Figure 1. Port wiring.
Bar = 10 µm.
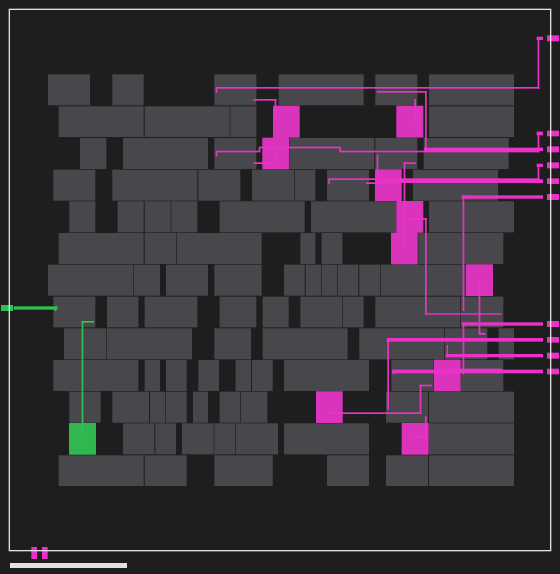
Figure 2. Clock nets.
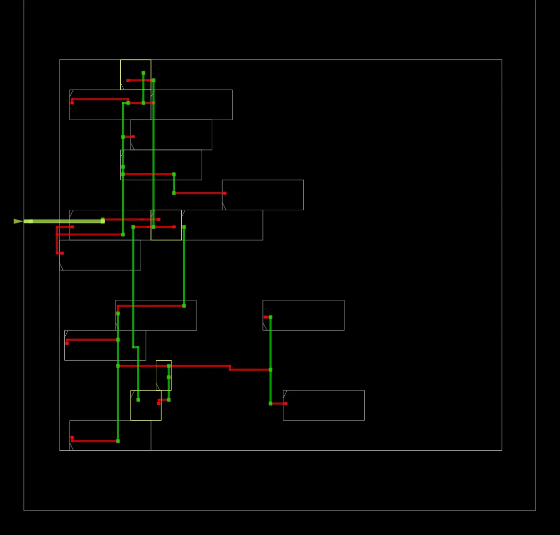
Figure 3. Zoomed window.
Bar = 10 µm. Window x 8 to 38, y 8 to 38 µm. Cells in grey, sequential cells in the stronger grey; small squares are vias.
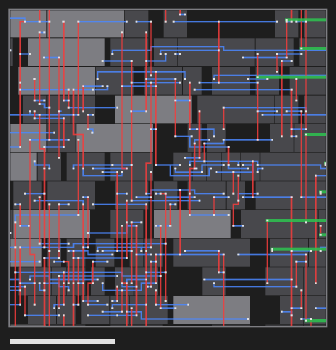
Figure 4. Met1 routing.
Supply wires on this layer in grey.
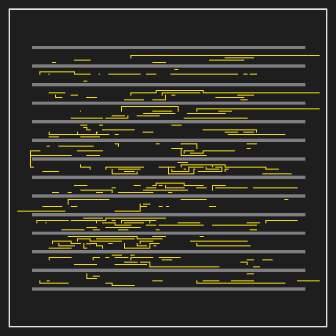
### src/rtl/brushless_pkg.sv
// Shared types and constants for the BLDC commutation controller.
package brushless_pkg;

    localparam int unsigned HALL_W = 3;
    localparam int unsigned DRV_W  = 12;
    localparam int unsigned DUTY_W = 11;
    localparam int unsigned CNT_W  = 3;

    // Phase select encoding consumed by mtr_drv
    typedef enum logic [1:0] {
        SEL_HIZ = 2'b00,
        SEL_REV = 2'b01,
        SEL_FWD = 2'b10,
        SEL_BRK = 2'b11
    } sel_t;

    // Hall sensor sample, ordered {G,Y,B}
    typedef struct packed {
        logic grn;
        logic ylw;
        logic blu;
    } hall_t;

    localparam logic [DUTY_W-1:0] DUTY_BASE  = 11'h400;
    localparam logic [DUTY_W-1:0] DUTY_BRAKE = 11'h600;

    // All-low and all-high hall patterns cannot occur on a healthy rotor
    function automatic logic hall_illegal(input logic [HALL_W-1:0] h);
        return (h == 3'b000) || (h == 3'b111);
    endfunction

endpackage

### src/rtl/brushless_if.sv
// Drive bus between the control loop / motor driver and the commutation controller.
//   drv_mag, brake_n, PWM_synch : control inputs to the controller
//   duty, selGrn/Ylw/Blu        : drive outputs toward mtr_drv
//   hall_fault                  : sticky illegal-rotation flag
interface brushless_if;
    import brushless_pkg::*;

    logic [DRV_W-1:0]  drv_mag;
    logic              brake_n;
    logic              PWM_synch;
    logic [DUTY_W-1:0] duty;
    logic [1:0]        selGrn;
    logic [1:0]        selYlw;
    logic [1:0]        selBlu;
    logic              hall_fault;

    modport master (
        output drv_mag, brake_n, PWM_synch,
        input  duty, selGrn, selYlw, selBlu, hall_fault
    );

    modport slave (
        input  drv_mag, brake_n, PWM_synch,
        output duty, selGrn, selYlw, selBlu, hall_fault
    );

endinterface

### src/rtl/brushless_hall_sync.sv
// Two-flop synchronizer for the three raw hall inputs.
//   clk, rst_n : clock, synchronous active-low reset
//   d          : raw asynchronous hall bits {G,Y,B}
//   q          : synchronized hall bits (stage 2)
module hall_sync
    import brushless_pkg::*;
(
    input  logic              clk,
    input  logic              rst_n,
    input  logic [HALL_W-1:0] d,
    output logic [HALL_W-1:0] q
);

    logic [HALL_W-1:0] stage1;

    always_ff @(posedge clk) begin
        if (!rst_n) begin
            stage1 <= '0;
            q      <= '0;
        end else begin
            stage1 <= d;
            q      <= stage1;
        end
    end

endmodule

### src/rtl/brushless.sv
// BLDC commutation controller: captures rotor position at PWM boundaries,
// decodes phase selects, computes duty, and flags persistent illegal halls.
//   clk, rst_n                 : clock, synchronous active-low reset
//   hallGrn, hallYlw, hallBlu  : raw asynchronous hall inputs
//   bus (slave)                : drv_mag/brake_n/PWM_synch in; duty/sel*/hall_fault out
module brushless
    import brushless_pkg::*;
#(
    parameter int unsigned FAULT_THRESH = 3
) (
    input  logic        clk,
    input  logic        rst_n,
    input  logic        hallGrn,
    input  logic        hallYlw,
    input  logic        hallBlu,
    brushless_if.slave  bus
);

    localparam logic [CNT_W-1:0] THRESH = CNT_W'(FAULT_THRESH);

    hall_t             hall_raw;
    logic [HALL_W-1:0] hall_s2;
    logic [HALL_W-1:0] rot_state;
    logic [CNT_W-1:0]  ill_cnt;
    logic [CNT_W-1:0]  ill_cnt_nxt;
    logic              hall_fault_q;
    sel_t              sel_g, sel_y, sel_b;
    logic              unused_drv_lsbs;

    assign hall_raw = '{grn: hallGrn, ylw: hallYlw, blu: hallBlu};

    hall_sync u_hall_sync (
        .clk   (clk),
        .rst_n (rst_n),
        .d     (hall_raw),
        .q     (hall_s2)
    );

    // Fault run length for the pattern about to be captured
    always_comb begin
        ill_cnt_nxt = '0;
        if (hall_illegal(hall_s2)) begin
            ill_cnt_nxt = (ill_cnt == THRESH) ? ill_cnt : ill_cnt + CNT_W'(1);
        end
    end

    // Position capture and fault tracking, only at PWM boundaries
    always_ff @(posedge clk) begin
        if (!rst_n) begin
            rot_state    <= '0;
            ill_cnt      <= '0;
            hall_fault_q <= 1'b0;
        end else if (bus.PWM_synch) begin
            rot_state <= hall_s2;
            ill_cnt   <= ill_cnt_nxt;
            if (ill_cnt_nxt == THRESH) begin
                hall_fault_q <= 1'b1;
            end
        end
    end

    // Commutation decode with brake override
    always_comb begin
        sel_g = SEL_HIZ;
        sel_y = SEL_HIZ;
        sel_b = SEL_HIZ;
        case (rot_state)
            3'b101: begin sel_g = SEL_FWD; sel_y = SEL_REV; end
            3'b100: begin sel_g = SEL_FWD; sel_b = SEL_REV; end
            3'b110: begin sel_y = SEL_FWD; sel_b = SEL_REV; end
            3'b010: begin sel_g = SEL_REV; sel_y = SEL_FWD; end
            3'b011: begin sel_g = SEL_REV; sel_b = SEL_FWD; end
            3'b001: begin sel_y = SEL_REV; sel_b = SEL_FWD; end
            default: ;
        endcase
        if (!bus.brake_n) begin
            sel_g = SEL_BRK;
            sel_y = SEL_BRK;
            sel_b = SEL_BRK;
        end
    end

    assign bus.selGrn     = sel_g;
    assign bus.selYlw     = sel_y;
    assign bus.selBlu     = sel_b;
    assign bus.hall_fault = hall_fault_q;

    // Magnitude scaled to 10 bits on top of the mid-scale base; cannot overflow
    assign bus.duty = bus.brake_n ? (DUTY_BASE + DUTY_W'(bus.drv_mag[DRV_W-1:2]))
                                  : DUTY_BRAKE;

    assign unused_drv_lsbs = ^bus.drv_mag[1:0];

endmodule

### src/flat_wrapper.sv
// flat-port wrapper written by rule: the top's interface ports become plain ports
module brushless_flat import brushless_pkg::*;
#(
    parameter int unsigned FAULT_THRESH = 3
)
  (clk, rst_n, hallGrn, hallYlw, hallBlu, bus_drv_mag, bus_brake_n, bus_PWM_synch, bus_duty, bus_selGrn, bus_selYlw, bus_selBlu, bus_hall_fault);
  brushless_if bus_i ();
  input  logic clk;
  input  logic rst_n;
  input  logic hallGrn;
  input  logic hallYlw;
  input  logic hallBlu;
  input wire logic [$bits(bus_i.drv_mag)-1:0] bus_drv_mag;
  input wire logic [$bits(bus_i.brake_n)-1:0] bus_brake_n;
  input wire logic [$bits(bus_i.PWM_synch)-1:0] bus_PWM_synch;
  output wire logic [$bits(bus_i.duty)-1:0] bus_duty;
  output wire logic [$bits(bus_i.selGrn)-1:0] bus_selGrn;
  output wire logic [$bits(bus_i.selYlw)-1:0] bus_selYlw;
  output wire logic [$bits(bus_i.selBlu)-1:0] bus_selBlu;
  output wire logic [$bits(bus_i.hall_fault)-1:0] bus_hall_fault;
  assign bus_i.drv_mag = bus_drv_mag;
  assign bus_i.brake_n = bus_brake_n;
  assign bus_i.PWM_synch = bus_PWM_synch;
  assign bus_duty = bus_i.duty;
  assign bus_selGrn = bus_i.selGrn;
  assign bus_selYlw = bus_i.selYlw;
  assign bus_selBlu = bus_i.selBlu;
  assign bus_hall_fault = bus_i.hall_fault;
  brushless #(.FAULT_THRESH(FAULT_THRESH)) u_core (.clk(clk), .rst_n(rst_n), .hallGrn(hallGrn), .hallYlw(hallYlw), .hallBlu(hallBlu), .bus(bus_i));
endmodule
### config.mk
export PLATFORM = sky130hd
export DESIGN_NAME = brushless_flat
export DESIGN_NICKNAME = d
export VERILOG_FILES = /design/src/rtl/brushless_pkg.sv /design/src/rtl/brushless_if.sv /design/src/rtl/brushless_hall_sync.sv /design/src/rtl/brushless.sv /design/src/flat_wrapper.sv
export SDC_FILE = /design/constraint.sdc
export NUM_CORES = 1
export LEC_CHECK = 0
export ABC_CLOCK_PERIOD_IN_PS = 3000
export CORE_MARGIN = 3
export CORE_UTILIZATION = 39
export DETAILED_ROUTE_END_ITERATION = 12
export HOLD_SLACK_MARGIN = 0.03
export PLACE_DENSITY = 0.79
export SKIP_LAST_GASP = 1
export SLEW_MARGIN = 30
export SYNTH_ARGS = -nofsm -noshare
export SYNTH_HDL_FRONTEND = slang
export SYNTH_SLANG_ARGS = --single-unit
### constraint.sdc
create_clock -name clk -period 3 [get_ports clk]
set_clock_uncertainty 0.2 [all_clocks]
set_input_delay 0.6 -clock clk [delete_from_list [all_inputs] [get_ports clk]]
set_output_delay 0.6 -clock clk [all_outputs]
set_load 0.05 [all_outputs]
==> impl_metrics.json <==
{
  "cp_top_family": "buffers and inverters",
  "dp_cells": 115,
  "edf_count": 0,
  "viasPerCell": 5.01,
  "layout_top_cells": "clkdlybuf4s50_1 (17), buf_12 (16), and2_1 (15)",
  "syn2layout_area_growth_pct": 81.4,
  "grt.met1_usage": 0.171,
  "antenna_found_initial": 0,
  "syn_area_um2": 633,
  "synth.avg_cell_area_um2": 8.92,
  "layout_min_cycle_time_ns": 2.57,
  "dr_wl_met3_um": 200,
  "grt_max_degree": 17,
  "postLayoutCoreUtil": 0.812,
  "stdcell_count": 119,
  "worst_slew_pin_slew_ns": 0.496,
  "path_max_fanout": 16,
  "ys_area_um2": 633,
  "netSwitchingPower_uw": 140,
  "rr_endpoint": "u_core.bus.hall_fault",
  "outcome": "completed",
  "synth_cells": 71,
  "hpwl_um": 1270,
  "tritoncts": "built",
  "fp_nets": 91,
  "grt_pass1_wl_um": 2390,
  "die-area_um2": 2140,
  "ys_async_sr_fraction": 0,
  "grt_overflow": 0,
  "design_area_um2": 1150,
  "critPathKind": "input port to primary output",
  "cts_hold_buf": 0,
  "startpoint": "bus_brake_n",
  "ys_types": 26,
  "finalCritPeriodShare": 0.856,
  "fmax_mhz": 389
}
## Picture notes: Figure 1
[green] `hallBlu` | direction: input | edge: left | end cells: 1 | buffers: 1 | wire: 14.4 µm
[magenta] `bus_drv_mag` | direction: input | edge: 10 right, 2 bottom | end cells: 10 | buffers: 10 | wire: 244 µm

## Picture notes: Figure 2
flip-flops: 13
clock-net power: 107 µW
Sink Count: 13

## Picture notes: Figure 3
[red] metal 2
[blue] metal 1
[green] metal 3
netlist names of flops here include: `u_core.rot_state` (3), `u_core.u_hall_sync.q` (3), `u_core.ill_cnt` (2)
most frequent: and2_1 (11), dfxtp_1 (8)
cells with their middle in the window: 69
sequential cells in the window: 8

## Picture notes: Figure 4
main direction: horizontal
wire length on this layer: 639 µm
share of all routed wire: 42%
nets with wire on the layer: 96

-- cell families after synthesis --
kind of cell               count (synthesis)  share of synthesized area
buffers and inverters                      7                     0.0494
AOI/OAI and AO/OA                         14                      0.134
muxes                                      4                     0.0632
and+or+nand+nor                           30                      0.302
DFF                                       13                      0.411
other                                      1                    0.00592
adders and majority gates                  1                     0.0198
xor gates and xnor gates                   1                     0.0138
-- registers in the layout, indices dropped and copies added, names as in the netlist --
signal and cells:
u_core.rot_state 3, u_core.ill_cnt 3, u_core.u_hall_sync.stage1 3, u_core.u_hall_sync.q 3
u_core.bus.hall_fault 1
-- final cells by class --
cell class	instances	area (µm²)	area share
clock buffer	4	26.3	0.0229
inverter	3	11.3	0.00980
multi-input combinational	51	342	0.297
sequential	13	260	0.227
tap	15	18.8	0.0163
timing repair buffer	33	490	0.427
No activity file was given, so power comes from the tool's default toggle rates.
